<file path="src/rtl/spi_pkg.sv">
// SPI receive front-end shared definitions.
// Mode encodings, FSM state type and default word width.
package spi_pkg;

  localparam int DATA_W_DEF = 8;

  // {CPOL, CPHA}
  localparam logic [1:0] MODE0 = 2'b00;
  localparam logic [1:0] MODE1 = 2'b01;
  localparam logic [1:0] MODE2 = 2'b10;
  localparam logic [1:0] MODE3 = 2'b11;

  typedef enum logic [1:0] {
    ARM,
    IDLE,
    SHIFT
  } state_e;

endpackage

</file>
<file path="src/rtl/spi_sync_edge.sv">
// Multi-stage synchronizer for an asynchronous pin,
// with rise/fall pulses from a previous-value register.
module spi_sync_edge #(
  parameter int   STAGES  = 2,
  parameter logic RST_VAL = 1'b0
) (
  input  logic i_clk,
  input  logic srst,
  input  logic async_in,
  output logic sync_out,
  output logic rise,
  output logic fall
);

  logic [STAGES-1:0] sr;
  logic              prev;

  always_ff @(posedge i_clk) begin
    if (srst) begin
      sr   <= {STAGES{RST_VAL}};
      prev <= RST_VAL;
    end else begin
      sr   <= {sr[STAGES-2:0], async_in};
      prev <= sr[STAGES-1];
    end
  end

  assign sync_out = sr[STAGES-1];
  assign rise     = sync_out & ~prev;
  assign fall     = ~sync_out & prev;

endmodule

</file>
<file path="src/rtl/spi_slave_rx.sv">
// SPI slave receiver: oversampled pins, bit assembly,
// FIFO push with overflow/frame-error status.
module spi_slave_rx
  import spi_pkg::*;
#(
  parameter int DATA_W      = DATA_W_DEF,
  parameter int CPOL        = 0,
  parameter int CPHA        = 0,
  parameter int MSB_FIRST   = 1,
  parameter int SYNC_STAGES = 2
) (
  input  logic              i_clk,
  input  logic              srst,
  input  logic              i_sclk,
  input  logic              i_cs_n,
  input  logic              i_mosi,
  output logic [DATA_W-1:0] o_fifo_din,
  output logic              o_fifo_wr_en,
  input  logic              i_fifo_full,
  input  logic              i_fifo_rst_busy,
  output logic              o_busy,
  output logic              o_overflow,
  output logic              o_frame_err,
  output logic [7:0]        o_drop_cnt,
  input  logic              i_clr_status
);

  localparam int         CW   = $clog2(DATA_W);
  localparam int         AW   = $clog2(SYNC_STAGES + 1);
  localparam logic       IDLE_POL = (CPOL != 0);

  state_e state, state_nxt;

  logic sclk_q, sclk_rise, sclk_fall;
  logic cs_q, cs_rise, cs_fall;
  logic [SYNC_STAGES-1:0] mosi_sr;
  logic mosi_q;

  logic [CW-1:0]     cnt, cnt_nxt;
  logic [DATA_W-1:0] sh, sh_nxt, byte_q;
  logic [AW-1:0]     arm_cnt;
  logic arm_done, sample, shift_ev, last;
  logic byte_done, drop, ferr_set;

  spi_sync_edge #(
    .STAGES  (SYNC_STAGES),
    .RST_VAL (IDLE_POL)
  ) u_sclk_sync (
    .i_clk    (i_clk),
    .srst     (srst),
    .async_in (i_sclk),
    .sync_out (sclk_q),
    .rise     (sclk_rise),
    .fall     (sclk_fall)
  );

  spi_sync_edge #(
    .STAGES  (SYNC_STAGES),
    .RST_VAL (1'b1)
  ) u_cs_sync (
    .i_clk    (i_clk),
    .srst     (srst),
    .async_in (i_cs_n),
    .sync_out (cs_q),
    .rise     (cs_rise),
    .fall     (cs_fall)
  );

  always_ff @(posedge i_clk) begin
    if (srst) mosi_sr <= '0;
    else      mosi_sr <= {mosi_sr[SYNC_STAGES-2:0], i_mosi};
  end

  assign mosi_q = mosi_sr[SYNC_STAGES-1];

  // Synchronizers hold preset values right after reset; let them flush.
  assign arm_done = (arm_cnt == AW'(SYNC_STAGES));

  always_ff @(posedge i_clk) begin
    if (srst) state <= ARM;
    else      state <= state_nxt;
  end

  always_comb begin
    state_nxt = state;
    unique case (state)
      ARM:     if (arm_done && cs_q) state_nxt = IDLE;
      IDLE:    if (cs_fall)          state_nxt = SHIFT;
      SHIFT:   if (cs_rise)          state_nxt = IDLE;
      default:                       state_nxt = ARM;
    endcase
  end

  assign sample   = (CPOL == CPHA) ? sclk_rise : sclk_fall;
  assign shift_ev = (state == SHIFT) && sample;
  assign last     = (cnt == CW'(DATA_W - 1));

  always_comb begin
    cnt_nxt = cnt;
    sh_nxt  = sh;
    if (shift_ev) begin
      cnt_nxt = last ? '0 : cnt + 1'b1;
      sh_nxt  = (MSB_FIRST != 0) ? {sh[DATA_W-2:0], mosi_q}
                                 : {mosi_q, sh[DATA_W-1:1]};
    end
  end

  // A byte completing in the same cycle as CS_N rise leaves cnt_nxt at 0.
  assign ferr_set = (state == SHIFT) && cs_rise && (cnt_nxt != '0);
  assign drop     = byte_done && (i_fifo_full || i_fifo_rst_busy);

  always_ff @(posedge i_clk) begin
    if (srst) begin
      arm_cnt      <= '0;
      cnt          <= '0;
      sh           <= '0;
      byte_q       <= '0;
      byte_done    <= 1'b0;
      o_fifo_din   <= '0;
      o_fifo_wr_en <= 1'b0;
      o_overflow   <= 1'b0;
      o_frame_err  <= 1'b0;
      o_drop_cnt   <= '0;
    end else begin
      byte_done    <= 1'b0;
      o_fifo_wr_en <= 1'b0;
      if (state == ARM && !arm_done) arm_cnt <= arm_cnt + 1'b1;
      if (state == IDLE && cs_fall) begin
        cnt <= '0;
        sh  <= '0;
      end
      if (shift_ev) begin
        cnt <= cnt_nxt;
        sh  <= sh_nxt;
        if (last) begin
          byte_done <= 1'b1;
          byte_q    <= sh_nxt;
        end
      end
      if (byte_done && !drop) begin
        o_fifo_wr_en <= 1'b1;
        o_fifo_din   <= byte_q;
      end
      if (i_clr_status) begin
        o_overflow  <= 1'b0;
        o_frame_err <= 1'b0;
        o_drop_cnt  <= '0;
      end
      if (drop) begin
        o_overflow <= 1'b1;
        if (i_clr_status)             o_drop_cnt <= 8'd1;
        else if (o_drop_cnt != 8'hFF) o_drop_cnt <= o_drop_cnt + 8'd1;
      end
      if (ferr_set) o_frame_err <= 1'b1;
    end
  end

  assign o_busy = (state == SHIFT);

endmodule

</file>
<file path="config.mk">
export PLATFORM = sky130hd
export DESIGN_NAME = spi_slave_rx
export DESIGN_NICKNAME = d
export VERILOG_FILES = /design/src/rtl/spi_pkg.sv /design/src/rtl/spi_sync_edge.sv /design/src/rtl/spi_slave_rx.sv
export SDC_FILE = /design/constraint.sdc
export NUM_CORES = 1
export LEC_CHECK = 0
export ABC_AREA = 1
export CAP_MARGIN = 5
export CORE_AREA = 4 4 62 78
export CTS_BUF_LIST = sky130_fd_sc_hd__clkbuf_4
export DETAILED_ROUTE_END_ITERATION = 8
export DIE_AREA = 0 0 66 82
export HOLD_SLACK_MARGIN = 0.1
export PLACE_DENSITY = 0.81
export SLEW_MARGIN = 20
export SYNTH_ARGS = -nofsm -noshare
export SYNTH_HDL_FRONTEND = slang
export SYNTH_SLANG_ARGS = --single-unit
</file>
<file path="constraint.sdc">
create_clock -name i_clk -period 1.4 [get_ports i_clk]
set_clock_uncertainty 0.2 [all_clocks]
set_input_delay 0.28 -clock i_clk [delete_from_list [all_inputs] [get_ports i_clk]]
set_output_delay 0.28 -clock i_clk [all_outputs]
set_load 0.05 [all_outputs]
</file>
**Placed standard cells**

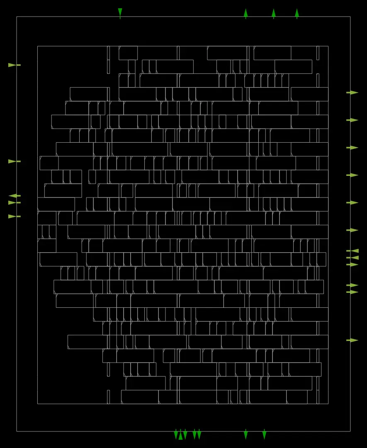
tap cells: 56
total core area: 4066 µm²
Final Non-Filler Cells: 371
Fill cells: 262

**Routed clock nets over the placement**

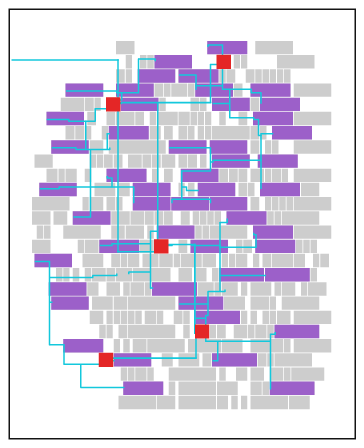
- clock wires: cyan (length 563 µm)
- flip-flops: purple (count 50)
- cells driving clock nets: red (count 5)
- routed clock nets: 6

==> flow_summary.toml <==
# yosys + openroad results
[finish]
final-seq-area_um2 = 1051
num-nonclk-inverters = 30
seq-cell-share_pct = 34.80
buf_share_pct = 22.62
comb_area_share_pct = 33.14
area_delta_synth_final_pct = 52.98
lay_top_cells = "51 x nand2_1, 37 x nor2_1, 26 x dfxtp_1"
logic_gates = 176
drive_gt1_share_pct = 35.87
post-route-util_pct = 74.28
dominant_cells = "registers"
n_antenna_cell = 0
signal_buffers = 51
clock_buffers = 5
logic_area_um2 = 1001
mostFrequentLayoutCell = "nand2_1"
nets = 326
reg_top3 = "byte_q (8), o_drop_cnt (8), o_fifo_din (8)"

[yosys]
synthArstFlopShare_pct = 0
ys_types = 26
syn-num-nets = 273
edf_count = 0
adder_share_pct = 2.535
postSynthCellCount = 261
ys_top_logic_family = "simple AND/OR/NAND/NOR gates"
top_cells_by_count = "57 x nand2_1, 50 x dfxtp_1, 44 x nor2_1, 26 x inv_1, 24 x nand3_1"
ys_sh_simple_pct = 30.99
syn_area_per_cell_um2 = 7.565
ys_chip_area_um2 = 1974
area_leaders = "dfxtp_1 51%, nand2_1 11%, nor2_1 8.4%"
synth-main-ff-cell = "dfxtp_1"
yosys.area_share.xor_xnor_pct = 0
yosys_cells = 261
ys_seq_share_pct = 50.70
syn_area_um2 = 1974
mux_share_pct = 0
yosysWarnings = 0
yosysTopAreaCell = "dfxtp_1"
numSynthFlops = 50
synth_top_area_share_pct = 50.70
synth.cellmix.compoundShare_pct = 8.302

[worst_setup_path]
critPathRequiredTime_ns = 0.92
timing.rr.end = "o_drop_cnt[7]"
worstReg2RegStart = "o_drop_cnt[1]"
rr_worst_depth = 7
critical-path-max-stage-delay_ns = 0.38
cp.arrival_ns = 1.12
cp-startpoint = "state[0]"
critPathLaunchType = "flip-flop"
critPathKind = "flip-flop to output pin"
path_delay_family = "flip-flops"
worstPathMaxFanout = 4
worst-path-stages = 3
worst-path-buf-inv = 2
cp_slowest_cell = "dfxtp_2"
endpoint = "o_busy"
crit_chain = "nor2_4 > buf_6 > buf_12"

[power]
intPower_uw = 1936
power_uw = 2567
p_seq_uw = 1480
powerClk_uw = 871
powerComb_uw = 220
pwr-share-clk_pct = 33.9
p_leak_uw = 0.001284
seq_power_share_pct = 57.5
ir_drop_mv = 0.8217
p_sw_uw = 630.8
maxPowerGroup = "sequential cells"
p_per_area_nw_per_um2 = 849.9
p_sw_share_pct = 24.57
comb_power_share_pct = 8.6

[timing]
hold_viol_final = 0
fmax_ghz = 0.6253
setup_violations = 10
fin_tns_setup_ns = -0.5120
slew_headroom_pct = 79.43
setup_ws_ns = -0.1993
period_used_pct = 114.2
tightest_slew_ns = 0.3053
slew_viol_final = 0
post-route-min-period_ns = 1.599

[clock_network]
cts_tree = "built"
clock_latency_ns = 0.38
htreeDepth = 2
cts_hold_buf = 0
cts_buffers = 5
root_buffer = "clkbuf_4"
cts_buffer_depth = 2
cts.clk_slew.worst_paths_ns = 0.15

[grt]
grt_pass1_vias = 1703
grt_util_all_layers_pct = 17.54
overflow = 0
use_met2_pct = 32.00
antenna_found_initial = 0
use_met1_pct = 17.83
busiest_layer = "met2"
grt_pass1_wl_um = 7189
use_met3_pct = 5.472

[routing]
met2_length_um = 2617
wl_met1_um = 1921
first_iter_violations = 106
via_per_inst = 5.008
wl_um = 4820
wl_per_cell_um = 12.99
via_count = 1858
maxUsedRoutingLayer = "met4"
ant_nets = 0
drc = 0
first_pass_iters = 4
wl_met3_um = 177

[hold_path]
min_path_type = "input port to flip-flop"
holdPathEnd = "mosi_sr[0]"
min_from = "i_mosi"
min_path_cells = 3

[placement]
dp.cells = 356
pre_cts_ws_ns = -0.3675
io_buffers = 27
hpwlAfterDp_um = 2984
placed_area_um2 = 2708

[flow_run]
warnings = 29
maxCapViolCount = 0

[status]
status = "finished with violations"
violations = "setup timing"

[die]
rows = 26
die-width_um = 66
ioPinCount = 28
die_h_um = 82
die-area_um2 = 5412
Power figures rest on the tool's default switching activity, not on a simulated workload.
